--- config.mk ---
export PLATFORM = sky130hd
export DESIGN_NAME = jpeg_stream_reader
export DESIGN_NICKNAME = d
export VERILOG_FILES = /design/src/rtl/jpeg_stream_reader.sv
export SDC_FILE = /design/constraint.sdc
export NUM_CORES = 1
export LEC_CHECK = 0
export ABC_AREA = 1
export CORE_ASPECT_RATIO = 0.7
export CORE_MARGIN = 1
export CORE_UTILIZATION = 33
export CTS_CLUSTER_DIAMETER = 120
export DETAILED_ROUTE_END_ITERATION = 8
export GPL_ROUTABILITY_DRIVEN = 0
export PLACE_DENSITY = 0.74
export SETUP_SLACK_MARGIN = 0.05
export SKIP_CTS_REPAIR_TIMING = 1
export SYNTH_ARGS = -nofsm -noshare
export SYNTH_HDL_FRONTEND = slang
export SYNTH_SLANG_ARGS = --single-unit
--- constraint.sdc ---
create_clock -name clk -period 5 [get_ports clk]
set_clock_uncertainty 0.2 [all_clocks]
set_input_delay 1 -clock clk [delete_from_list [all_inputs] [get_ports clk]]
set_output_delay 1 -clock clk [all_outputs]
set_load 0.005 [all_outputs]
--- src/rtl/jpeg_stream_reader.sv ---
// jpeg_stream_reader: drains the JPEG encoder FIFO over XBAR_PERIPH_BUS onto a valid/ready stream.
// Define JPEG_RD_TIMEOUT_EN to add a response watchdog with an err pulse output.
module jpeg_stream_reader #(
  parameter logic [31:0]         BASE_ADDR = 32'h0,
  parameter int                  ID_WIDTH  = 5,
  parameter logic [ID_WIDTH-1:0] MY_ID     = '0,
  parameter int                  POLL_GAP  = 4
) (
  input  logic                clk,
  input  logic                rst_n,
  input  logic                start,
  input  logic                end_irq,
  output logic                req,
  output logic [31:0]         add,
  output logic                wen,
  output logic [31:0]         wdata,
  output logic [3:0]          be,
  output logic [ID_WIDTH-1:0] id,
  input  logic                gnt,
  input  logic                r_valid,
  input  logic [31:0]         r_rdata,
  input  logic [ID_WIDTH-1:0] r_id,
  output logic                m_valid,
  input  logic                m_ready,
  output logic [31:0]         m_data,
  output logic                m_last,
  output logic                busy,
`ifdef JPEG_RD_TIMEOUT_EN
  output logic                err,
`endif
  output logic                done
);
  localparam logic [3:0] IDLE = 4'd0, POLL = 4'd1, POLL_W = 4'd2, GAP = 4'd3, DRAIN = 4'd4,
                         DRAIN_W = 4'd5, EOFB = 4'd6, EOFB_W = 4'd7, TRAIL = 4'd8, DONE = 4'd9;
  logic [3:0]  state_q, state_d;
  logic [5:0]  cnt_q, cnt_d;
  logic [7:0]  tmr_q, tmr_d;
  logic        end_flag_q, end_flag_d, end_seen_q, end_seen_d;
  logic        hold_v_q, hold_v_d, last_q, last_d;
  logic [31:0] hold_q, hold_d;
  logic        rsp, fire;
  assign req     = (state_q == POLL) | (state_q == DRAIN & (~hold_v_q | m_ready)) | (state_q == EOFB & ~hold_v_q);
  assign add     = !req ? 32'h0 : state_q == POLL ? BASE_ADDR + 32'h200 : state_q == EOFB ? BASE_ADDR + 32'h300 : BASE_ADDR;
  assign wen     = 1'b1;
  assign wdata   = 32'h0;
  assign be      = 4'hF;
  assign id      = MY_ID;
  assign m_valid = hold_v_q;
  assign m_data  = hold_q;
  assign m_last  = last_q;
  assign busy    = state_q != IDLE;
  assign done    = state_q == DONE;
  assign rsp     = r_valid && r_id == MY_ID;
  assign fire    = req & gnt;
`ifdef JPEG_RD_TIMEOUT_EN
  assign err     = (state_q == POLL_W || state_q == DRAIN_W || state_q == EOFB_W) && tmr_q == 8'hFF;
`endif
  always_comb begin
    state_d    = state_q;
    cnt_d      = cnt_q;
    end_seen_d = end_seen_q;
    end_flag_d = (state_q == IDLE && start) ? 1'b0 : end_flag_q | (end_irq & busy);
    hold_v_d   = hold_v_q & ~m_ready;
    hold_d     = hold_q;
    last_d     = last_q;
    case (state_q)
      IDLE:    state_d = start ? POLL : IDLE;
      POLL:    if (fire) begin
        end_seen_d = end_flag_q;
        state_d    = POLL_W;
      end
      POLL_W:  if (rsp) begin
        cnt_d   = r_rdata[5:0];
        state_d = r_rdata[5:0] != 6'd0 ? DRAIN : end_seen_q ? EOFB : POLL_GAP == 0 ? POLL : GAP;
      end
      GAP:     state_d = tmr_q == 8'(POLL_GAP - 1) ? POLL : GAP;
      DRAIN:   state_d = fire ? DRAIN_W : DRAIN;
      DRAIN_W: if (rsp) begin
        hold_v_d = 1'b1;
        hold_d   = r_rdata;
        last_d   = 1'b0;
        cnt_d    = cnt_q - 6'd1;
        state_d  = cnt_q == 6'd1 ? POLL : DRAIN;
      end
      EOFB:    state_d = fire ? EOFB_W : EOFB;
      EOFB_W:  if (rsp) begin
        hold_v_d = 1'b1;
        hold_d   = {27'b0, r_rdata[4:0]};
        last_d   = 1'b1;
        state_d  = TRAIL;
      end
      TRAIL:   state_d = (hold_v_q & m_ready) ? DONE : TRAIL;
      default: state_d = IDLE;
    endcase
`ifdef JPEG_RD_TIMEOUT_EN
    if (err) begin
      state_d  = IDLE;
      hold_v_d = 1'b0;
    end
`endif
    // shared timer: GAP length and response watchdog, restarted on every state change
    tmr_d = state_d != state_q ? 8'd0 : tmr_q + 8'd1;
  end
  always_ff @(posedge clk)
    if (!rst_n) begin
      state_q    <= IDLE;
      cnt_q      <= '0;
      tmr_q      <= '0;
      end_flag_q <= 1'b0;
      end_seen_q <= 1'b0;
      hold_v_q   <= 1'b0;
      hold_q     <= '0;
      last_q     <= 1'b0;
    end else begin
      state_q    <= state_d;
      cnt_q      <= cnt_d;
      tmr_q      <= tmr_d;
      end_flag_q <= end_flag_d;
      end_seen_q <= end_seen_d;
      hold_v_q   <= hold_v_d;
      hold_q     <= hold_d;
      last_q     <= last_d;
    end
endmodule

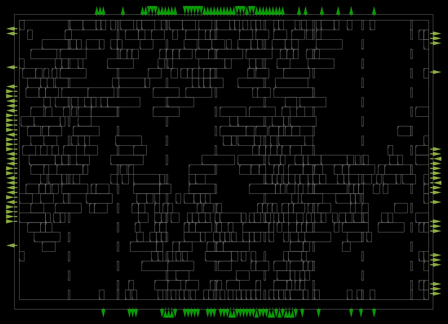
Fig. 1. Placement view (run 1).
area inside the core boundary: 0.00911 mm²
Seq area share: 27.5%
number of inserted filler cells in the final layout: 927

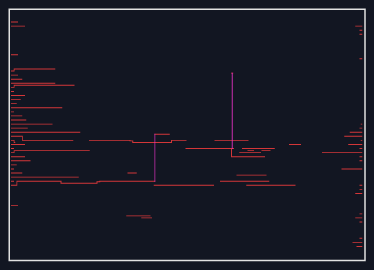
Fig. 2. Signal wires by layer (run 1).
Scale: 3 px per µm. Only two layers are drawn.
M3 -> red  # wire length 523 µm
M4 -> magenta  # wire length 40.8 µm

==> summary.txt, run 1 <==
The synthesis and PnR run went through. The run finished with clean final reports. By instance count after routing, the leading logic cell types are sky130_fd_sc_hd__clkdlybuf4s50_1 (82), sky130_fd_sc_hd__conb_1 (72), sky130_fd_sc_hd__nor2_1 (64). By area the synthesized netlist is led by sky130_fd_sc_hd__dfxtp_1 (35%), sky130_fd_sc_hd__buf_4 (17%), sky130_fd_sc_hd__nor2_1 (7.7%). The share of total power dissipated in the clock network is a little over two fifths. The pin closest to its max-slew limit shows a slew of 0.794 ns. The completed layout was analyzed and its total power is approximately 0.94 mW.

Counting buffers and inverters, the worst setup path is 5 cells deep. Summed over all instances, the cell type with the most area after synthesis is sky130_fd_sc_hd__dfxtp_1. In this run, distinct cell masters in the synthesized netlist total 35. Fraction of post-synthesis cell area in the top cell type by area landed at 34.7%. Number of max-slew violations in the final report landed at 0. OpenROAD reports that the post-layout worst path occupies 71.3% of the period. Together, buffers and inverters on the worst path number 2.

Number of I/O port buffers landed at between 80 and 90. The most frequently used library cell after synthesis is sky130_fd_sc_hd__buf_4. Biggest cell delay along the critical path landed at 0.46 ns. Area of all placed cells without fillers landed at 0.00393 mm².

According to the finish report, the design has a final net count of ~550. The first global-routing pass estimated 11.7 mm of wire. For this design the top-level I/O count stands at 155.

Cells fill 43.1% of the core in the end. Among the stages of the critical path, the cell type that occurs most often is sky130_fd_sc_hd__clkdlybuf4s50_1. Leakage component of the power landed at 1.57 nW. CTS reports a maximum clock tree buffer depth of 2. For this block, the initial DRC count from the detailed router was 153. Multi-input logic gates represent a cell area share of between 40% and 50%. Using the TritonRoute via totals, the vias-per-cell ratio works out to between 4 and 5.
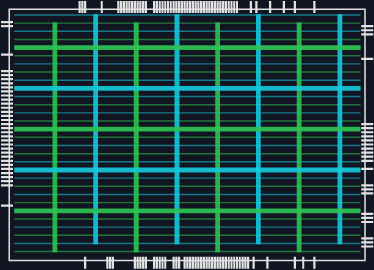
Fig. 3. PDN straps and rails (run 1).
Scale: 3 px per µm. Pins as bars on the die edge.
VSS -> green
VDD -> cyan
met1 rails = 30
met5 straps = 5
rows = 29
met4 straps = 8
signal pins = 155

Fig. 4: run 1, cells coloured by class
Scale: 2 px per µm. Fill, decap, tap and diode cells in grey.
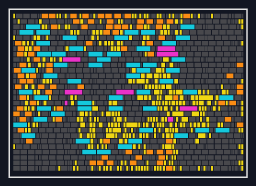

==> inputs of run 2 (changes only) <==
- clock period: 5 -> 3.3 ns (I/O delays scaled with it)
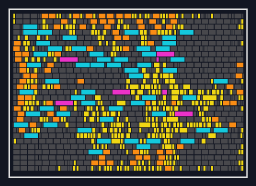
Fig. 5. Cells coloured by class (run 2).
Scale: 2 px per µm. Fill, decap, tap and diode cells in grey.
sequential cells -> cyan  # cells 54
remaining buffers and delay cells -> orange  # cells 84
remaining logic cells -> yellow  # cells 356
clock drivers and dummy loads -> magenta  # cells 7

==> run 2 against run 1 <==
Net effect:
- count of clock-buffer cells in the layout up 1
- flip-flop count is the same
- worst hold slack got worse by 0.0030 ns
- critical path depth unchanged
- design area shrank 0.64%
- clock power rose by 26%
- cell count did not move
- critical endpoint unchanged
- highest routed layer unchanged
==> summary.txt, run 2 <==
The synthesis and PnR run went through. The clock tree from TritonCTS was built (unchanged). The clock tree buffer depth is 2 (unchanged). The detail-routed via count per cell was 4.35 (was 4.38). Area of the placeable core landed at 0.00911 mm² (unchanged).

The largest area contributor in the synthesized netlist was sky130_fd_sc_hd__dfxtp_1 (unchanged). Data-path buffer share of cell area in the final layout landed at 21.4% (was 21.1%). Post-layout utilization of the core landed at 42.8% (was 43.1%). The count of buffering cells on the critical path with inverters included was 2 (unchanged). The biggest cell delay along the critical path was 0.47 ns (was 0.46 ns). Number of flip-flops under the largest register name landed at 32 (unchanged). The number of distinct library cell variants in the gate-level netlist after synthesis was 35 (unchanged). Share of cell area taken by multi-input logic gates landed at 40.3% (was 40.1%). Internal power summed over all cells landed at 1.01 mW (was 0.718 mW). Number of placed I/O pins landed at 155 (unchanged). Top Layout Cells: sky130_fd_sc_hd__clkdlybuf4s50_1 (82), sky130_fd_sc_hd__conb_1 (72), sky130_fd_sc_hd__nor2_1 (64) (unchanged). The global-route wire length before repair came to 11.7 mm (about the same).

The most frequent cell on the critical path was sky130_fd_sc_hd__clkdlybuf4s50_1 (unchanged). The number of nets in the layout is 548 (was 547). Fraction of post-synthesis cell area in the top cell type by area landed at 34.7% (unchanged).

Number of DRC markers after the initial detailed-route iteration landed at 138 (was 153). Final hold slack landed at 0.258 ns (was 0.261 ns). Most area-consuming cells after synthesis: sky130_fd_sc_hd__dfxtp_1 (35%), sky130_fd_sc_hd__buf_4 (17%), sky130_fd_sc_hd__nor2_1 (7.7%) (unchanged). Outcome: completed (unchanged).

Number of fill cells landed at 941 (was 927). The leakage component of the power is 1.55 nW (was 1.57 nW). The most frequently used cell type in the post-synthesis netlist is sky130_fd_sc_hd__buf_4 (unchanged). Area of all placed cells without fillers landed at 0.00390 mm² (was 0.00393 mm²).

Worst-margin pin slew landed at 0.659 ns (was 0.794 ns). Number of max-slew violations in the final report landed at 0 (unchanged). The number of cells on the critical path was 5 (unchanged).

The final critical path takes up about 88% of the cycle. Largest driver fanout on the critical path landed at 2 (unchanged). The number of I/O port buffers is 82 (unchanged). The number of buffers created by CTS is 5 (unchanged). Total power after layout landed at 1.32 mW (was 0.941 mW). Reported max-cap violation count landed at 0 (unchanged). Overall routed net length landed at 7.21 mm (was 7.30 mm).
Fig. 6: run 2, placement view
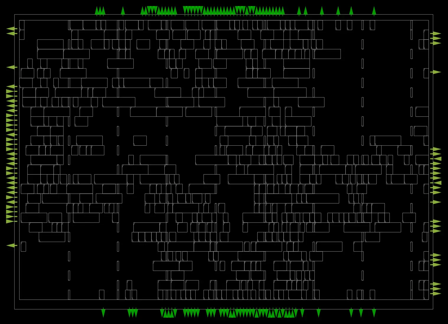

==> inputs of run 3 (changes only) <==
- CTS_CLUSTER_SIZE: default -> 24
- PLACE_DENSITY: 0.74 -> 0.77
- clock period: 3.3 -> 2.3 ns (I/O delays scaled with it)
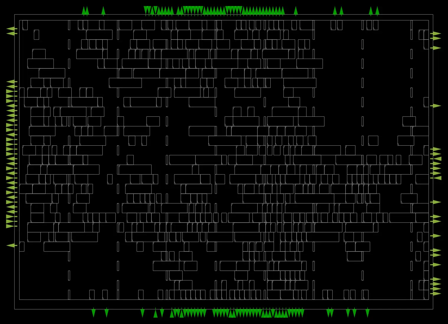
Fig. 7. Placement view (run 3).
Cell Rows: 29
tap cells: 124
number of inserted filler cells in the final layout: 935
registers: 54

==> run 3 against run 2 <==
Net effect:
- non-clock buffer count increased by 20
- setup slack worse by 0.27 ns
- critical endpoint unchanged
- sequential share of layout area decreased by 1.7 points
- wire length increased by 5.1%
- via count up 5.0%
- design area rose by 7.0%
- die area unchanged
- synthesized cell count unchanged
- register-to-register slack got worse by 1.0 ns
- power grew 55%
- global-route usage up 0.81 points
- combinational power grew 59%
==> summary.txt, run 3 <==
The synthesis and PnR run went through. Most area-consuming cells after synthesis: sky130_fd_sc_hd__dfxtp_1 (35%), sky130_fd_sc_hd__buf_4 (17%), sky130_fd_sc_hd__nor2_1 (7.7%) (unchanged). The number of placed I/O pins is 155 (unchanged). Largest driver fanout on the critical path landed at 2 (unchanged).

The count of buffering cells on the critical path with inverters included was 2 (unchanged). The worst endpoint data arrival time was 1.51 ns (was 2.03 ns). The detail-routed via count per cell is 4.42 (was 4.35). Post-layout utilization of the core landed at 45.8% (was 42.8%). The number of cells on the critical path came to 5 (unchanged). The relative contribution of combinational cells to total power came to 11.7% (was 11.3%). Combinational cell area excluding buffers and inverters landed at 0.00160 mm² (was 0.00157 mm²). Area of the placeable core landed at 0.00911 mm² (unchanged). The number of buffers created by CTS came to 5 (unchanged). Overall routed net length landed at 7.58 mm (was 7.21 mm).

The master cell of the clock root buffer is sky130_fd_sc_hd__clkbuf_16 (unchanged). The area of the mapped netlist came to 0.00311 mm² (unchanged). Top Layout Cells: sky130_fd_sc_hd__clkdlybuf4s50_1 (77), sky130_fd_sc_hd__conb_1 (72), sky130_fd_sc_hd__nor2_1 (63) (was sky130_fd_sc_hd__clkdlybuf4s50_1 (82), sky130_fd_sc_hd__conb_1 (72), sky130_fd_sc_hd__nor2_1 (64)). The die extent in y was 83.2 µm (unchanged).

The number of antenna-violating nets in the routed design was 0 (unchanged). Number of DRC markers after the initial detailed-route iteration landed at 161 (was 138). The detailed-route via count is 2855 (was 2719). Global-route wire length before repair landed at 12.4 mm (was 11.7 mm). The share of cell area taken by multi-input logic gates was 38.3% (was 40.3%).

Number of antenna violations at the first check in global routing landed at 0 (unchanged). Clock tree buffer depth landed at 2 (unchanged). The most frequently used cell type in the post-synthesis netlist is sky130_fd_sc_hd__buf_4 (unchanged).

Data-path buffer share of cell area in the final layout landed at 25.1% (was 21.4%). The largest area contributor in the synthesized netlist is sky130_fd_sc_hd__dfxtp_1 (unchanged). Fraction of post-synthesis cell area in the top cell type by area landed at 34.7% (unchanged). Number of flip-flops under the largest register name landed at 32 (unchanged). Depth of the worst register-to-register path landed at 13 (was 12). Share of the clock period used by the worst path landed at roughly 94%. Via count of the first global-routing pass landed at 2556 (was 2420).

The leakage component of the power came to 1.77 nW (was 1.55 nW). Outcome: completed (unchanged). The clock group share of total power was 41.9% (was 38.3%). The number of I/O port buffers is 82 (unchanged). The startpoint of the worst setup timing path is m_ready (unchanged). The area of all placed cells without fillers was 0.00417 mm² (was 0.00390 mm²). The final tally of hold violations is 0 (unchanged).

Internal power summed over all cells landed at 1.57 mW (was 1.01 mW). Final hold slack landed at 0.264 ns (was 0.258 ns). The number of distinct library cell variants in the gate-level netlist after synthesis was 35 (unchanged).

The fraction of layout instances using a drive strength above 1 is 13.0% (was 8.18%). Number of nets in the layout landed at 568 (was 548). The number of optimization iterations in the first detailed-route pass was 5 (was 4). The reported max-cap violation count is 0 (unchanged). The sum of met2 wire segment lengths after detailed routing was 3.56 mm (was 3.37 mm).

==> layout pictures side by side <==
Clock network drawn from the DEF.
Scale: 4 px per µm.
panel A
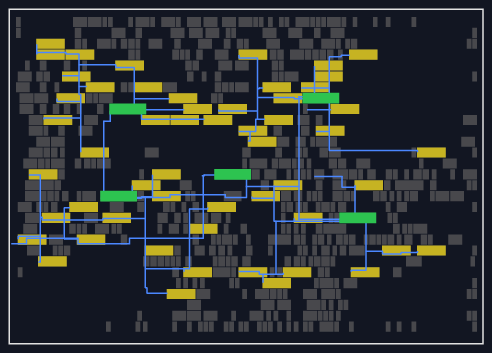
panel B
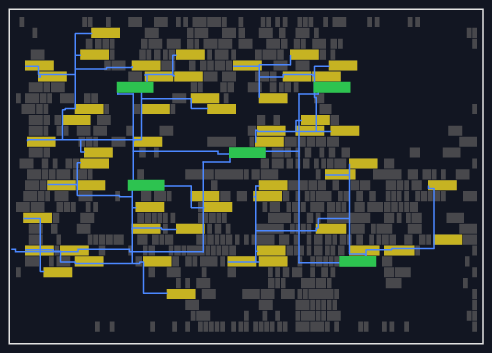
| from | picture |
|---|---|
| run 2 | panel A |
| run 3 | panel B |

Key to panel A:
flip-flops -> yellow  # count 54
clock-net drivers -> green  # count 5
clock wires -> blue  # length 711 µm
routed clock nets = 6

No activity file was given, so power comes from the tool's default toggle rates.
